<file path="config.mk">
export PLATFORM = sky130hd
export DESIGN_NAME = time_remaining_display
export DESIGN_NICKNAME = d
export VERILOG_FILES = /design/src/rtl/time_remaining_display.sv
export SDC_FILE = /design/constraint.sdc
export NUM_CORES = 1
export LEC_CHECK = 0
export ABC_AREA = 1
export CAP_MARGIN = 10
export CORE_AREA = 2 2 82 84
export DETAILED_ROUTE_END_ITERATION = 6
export DIE_AREA = 0 0 84 86
export PLACE_DENSITY = 0.76
export RECOVER_POWER = 25
export SLEW_MARGIN = 15
export SYNTH_ARGS = -nofsm -noshare
export SYNTH_HDL_FRONTEND = slang
export SYNTH_SLANG_ARGS = --single-unit
</file>
<file path="constraint.sdc">
create_clock -name clock -period 2.6 [get_ports clock]
set_clock_uncertainty 0.15 [all_clocks]
set_input_delay 0.78 -clock clock [delete_from_list [all_inputs] [get_ports clock]]
set_output_delay 0.78 -clock clock [all_outputs]
set_load 0.05 [all_outputs]
</file>
<file path="src/rtl/time_remaining_display.sv">
// Converts remaining game time (TIME_LIMIT - timeElapsed) to three 7-segment digits via a serial double-dabble.
// Optional low-time blinker compiled in with `define BLINK_WARNING_EN.
module time_remaining_display #(
    parameter logic [6:0]  TIME_LIMIT = 7'd100,
    parameter logic [25:0] BLINK_DIV  = 26'd12_500_000
) (
    input  logic       clock,
    input  logic       resetn,
    input  logic [6:0] timeElapsed,
    input  logic       noMoreTime,
    output logic [6:0] HEX2,
    output logic [6:0] HEX1,
    output logic [6:0] HEX0,
    output logic       convBusy
);

    typedef enum logic [1:0] {IDLE, LOAD, SHIFT, DONE} state_t;

    state_t      state;
    logic [6:0]  lastSample;
    logic [6:0]  bin;
    logic [11:0] bcd;
    logic [11:0] bcd_adj;
    logic [2:0]  iter;
    logic [3:0]  dig2, dig1, dig0;
    logic        blank_all;

    function automatic logic [3:0] adj3(input logic [3:0] n);
        return (n >= 4'd5) ? n + 4'd3 : n;
    endfunction

    function automatic logic [6:0] seg(input logic [3:0] d);
        case (d)
            4'd0:    return 7'b1000000;
            4'd1:    return 7'b1111001;
            4'd2:    return 7'b0100100;
            4'd3:    return 7'b0110000;
            4'd4:    return 7'b0011001;
            4'd5:    return 7'b0010010;
            4'd6:    return 7'b0000010;
            4'd7:    return 7'b1111000;
            4'd8:    return 7'b0000000;
            4'd9:    return 7'b0010000;
            default: return 7'h7F;
        endcase
    endfunction

    assign bcd_adj = {adj3(bcd[11:8]), adj3(bcd[7:4]), adj3(bcd[3:0])};

    always_ff @(posedge clock) begin
        if (!resetn) begin
            state      <= IDLE;
            convBusy   <= 1'b0;
            lastSample <= 7'h7F;
            bin        <= 7'd0;
            bcd        <= 12'd0;
            iter       <= 3'd0;
            dig2       <= 4'd0;
            dig1       <= 4'd0;
            dig0       <= 4'd0;
        end else begin
            case (state)
                IDLE: if (timeElapsed != lastSample) begin
                    lastSample <= timeElapsed;
                    convBusy   <= 1'b1;
                    state      <= LOAD;
                end
                LOAD: begin
                    // saturate at zero once the limit is passed
                    bin   <= (lastSample <= TIME_LIMIT) ? TIME_LIMIT - lastSample : 7'd0;
                    bcd   <= 12'd0;
                    iter  <= 3'd0;
                    state <= SHIFT;
                end
                SHIFT: begin
                    {bcd, bin} <= {bcd_adj[10:0], bin, 1'b0};
                    iter       <= iter + 3'd1;
                    if (iter == 3'd6)
                        state <= DONE;
                end
                DONE: begin
                    dig2     <= bcd[11:8];
                    dig1     <= bcd[7:4];
                    dig0     <= bcd[3:0];
                    convBusy <= 1'b0;
                    state    <= IDLE;
                end
                default: state <= IDLE;
            endcase
        end
    end

`ifdef BLINK_WARNING_EN
    logic [25:0] blink_cnt;
    logic        blink_phase;
    logic        low_time;

    always_ff @(posedge clock) begin
        if (!resetn) begin
            blink_cnt   <= BLINK_DIV - 26'd1;
            blink_phase <= 1'b1;
        end else if (blink_cnt == 26'd0) begin
            blink_cnt   <= BLINK_DIV - 26'd1;
            blink_phase <= ~blink_phase;
        end else begin
            blink_cnt <= blink_cnt - 26'd1;
        end
    end

    // displayed value in 1..10
    assign low_time  = (dig2 == 4'd0) &&
                       (((dig1 == 4'd0) && (dig0 != 4'd0)) || ((dig1 == 4'd1) && (dig0 == 4'd0)));
    assign blank_all = low_time && !blink_phase;
`else
    assign blank_all = 1'b0;
`endif

    always_comb begin
        HEX2 = (dig2 == 4'd0) ? 7'h7F : seg(dig2);
        HEX1 = ((dig2 == 4'd0) && (dig1 == 4'd0)) ? 7'h7F : seg(dig1);
        HEX0 = seg(dig0);
        if (noMoreTime) begin
            HEX2 = 7'h7F;
            HEX1 = 7'h7F;
            HEX0 = seg(4'd0);
        end else if (blank_all) begin
            HEX2 = 7'h7F;
            HEX1 = 7'h7F;
            HEX0 = 7'h7F;
        end
    end

endmodule

</file>
==> summary.txt <==
Notes on the physical design

For this run, the chip area from Yosys synthesis comes to 0.003537 mm2. The total negative slack is 0 ns. The total of fill cells in the finished design is 541.

The area inside the core boundary is 0.006277 mm2. For this run, the top clock speed supported by timing is 0.3934 GHz. The vertical die size is 86 um.

The root buffer cell chosen for the clock tree is clkbuf_8. The flop-to-flop setup slack is 0.36 ns. The final weighted congestion in routability-driven placement is 0.8693. The clock transition at the registers of the reported paths is 0.06 ns. The number of vias per cell is about 5.1. In this run the critical register-to-register path is captured at iter[0]$_SDFFE_PN0P_. The largest part of the power goes to combinational cells. The synthesis stat section lists a flop and latch total of 65. The inverter count of the layout excluding clock inverters is just under 80. Summed over all layers, the global routing overflow is 0.

Global routing consumed, over all layers together, 21.32% of the routing resources. The post-detailed-route wirelength per cell is 11.71 um. The combinational fraction of design power is 49.0%.

During tapcell insertion the tool placed 77 well taps. The class of the worst hold path is flop to flop. In this run, post-CTS repair resized a total of 4 instances. The critical path arrival is around 1.6 ns. The required time at the worst-slack endpoint is approximately 1.7 ns. The number of pins with negative max-slew slack in the final report is 0.

The critical path is of the flop to primary output type. The origin of the worst setup path is dig1[3]$_SDFFE_PN0N_. In the per-layer breakdown of the detailed-route log, met1 shows 3.243 mm.

The initial antenna violation count is 0. The number of failing hold endpoints at the final stage is 0. Once layout is complete, the cells apart from fillers number slightly above 600. The clock network accounts for 18.6% of the total power. The via count of the first global-routing pass is approximately 2.9k. Looking at the max-slew report, the worst-margin pin has a slew of between 0.7 and 0.8 ns. The commonest register cell after synthesis is dfxtp_1. The element type at the critical path start is a flop. Summing over the stages, the warning tally comes to around 46. The flow ran to the end, and the final reports show no timing, DRC or antenna violations. Sorting the synthesis cell report by count puts at the top nand2_1.

The startpoint of the lowest-slack register-to-register path is state[0]$_SDFFE_PN0P_. Summing the sequential cell areas from Yosys gives 36.79% of the chip area. The count of unique library cells instantiated by Yosys is 36. The maximum buffer depth of the clock tree is 2. The share of the core area taken by cells at floorplan is 56.35%. The count of max-cap constraint violations is 0. By area, the class that comes first in the final layout consists of combinational gates.

The synthesized instance count is between 400 and 500. The number of buffers inserted by hold repair at cts is 0. Once detail routing completed, the nets flagged for antenna violations numbered 0. Global routing put the most usage on met2. The area share of the leading cell type in the synthesized netlist is 36.79%. The combinational share of cell area is 43.76%.

The placed cell area is 0.004068 mm2. The proportion of synthesized flip-flops having asynchronous set or reset is 0%. The highest fanout seen on the critical path is 7. The layout report lists the multi-input gate area as 0.001864 mm2. TritonCTS built the clock tree. The xor and xnor area share after synthesis is roughly 1.7%. The power density of the placed cells is 996.2 mW/mm2.

The net switching power of the design is 1.845 mW. The multiplexer share of the synthesized area is 0%. The count of cells along the worst hold path is 2. The number of enable flip-flop cells is 0.

The worst path uses between 90% and 100% of the clock period. Per the repair_timing log after CTS, setup buffers inserted total 0. In this run the mean area of a mapped cell was 7.323 um2.

Summed over all combinational cells, the power is a little over 2 mW. By instance count after routing, the leading logic cell type is nand2_1.
**Met1 routing**

Bar = 20 um.
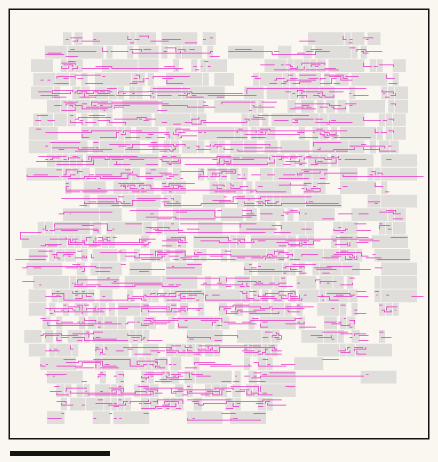
nets with wire on the layer: 512
longest straight run: 38.2 um
share of all routed wire: 45%
wire length on this layer: 3240 um
main direction: horizontal
Vias: 3148
global routing met1 resource utilization: 25.60%
Post-Route WL: 7.227 mm

**Signal wires on met2**

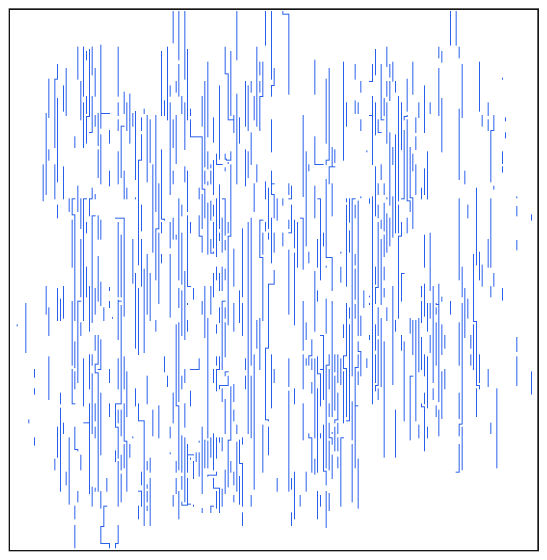
share of all routed wire: 50%
nets with wire on the layer: 433
longest straight run: 33.7 um
main direction: vertical
wire length on this layer: 3600 um
met2 track demand over resource in global routing: 37.09%

**Metal 3**

Bar = 20 um.
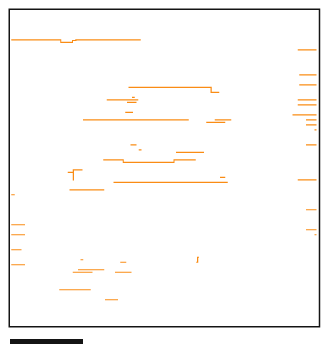
main direction: horizontal
nets with wire on the layer: 37
wire length on this layer: 287 um
routing usage on met3: 5.486%

**Cell sizes after repair**

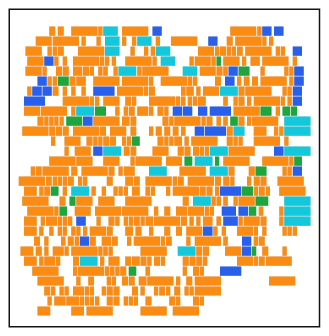
[orange] _0 and _1 cells | cells: 455 | share: 84%
[cyan] _6 and larger | cells: 26 | share: 4.8%
[blue] _3 and _4 cells | cells: 37 | share: 6.9%
[green] _2 cells | cells: 22 | share: 4.1%
relative area change from synthesis to final layout: 20.45%
minimum setup slack in the final design: 0.05799 ns

**Clock wiring as the flow saved it**

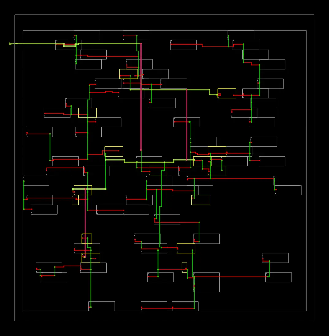
clock buffer count in the final layout: 13
TritonCTS Buffers: 9
flip-flops: 65
clock group total power: 0.789 mW

Power figures rest on the tool's default switching activity, not on a simulated workload.
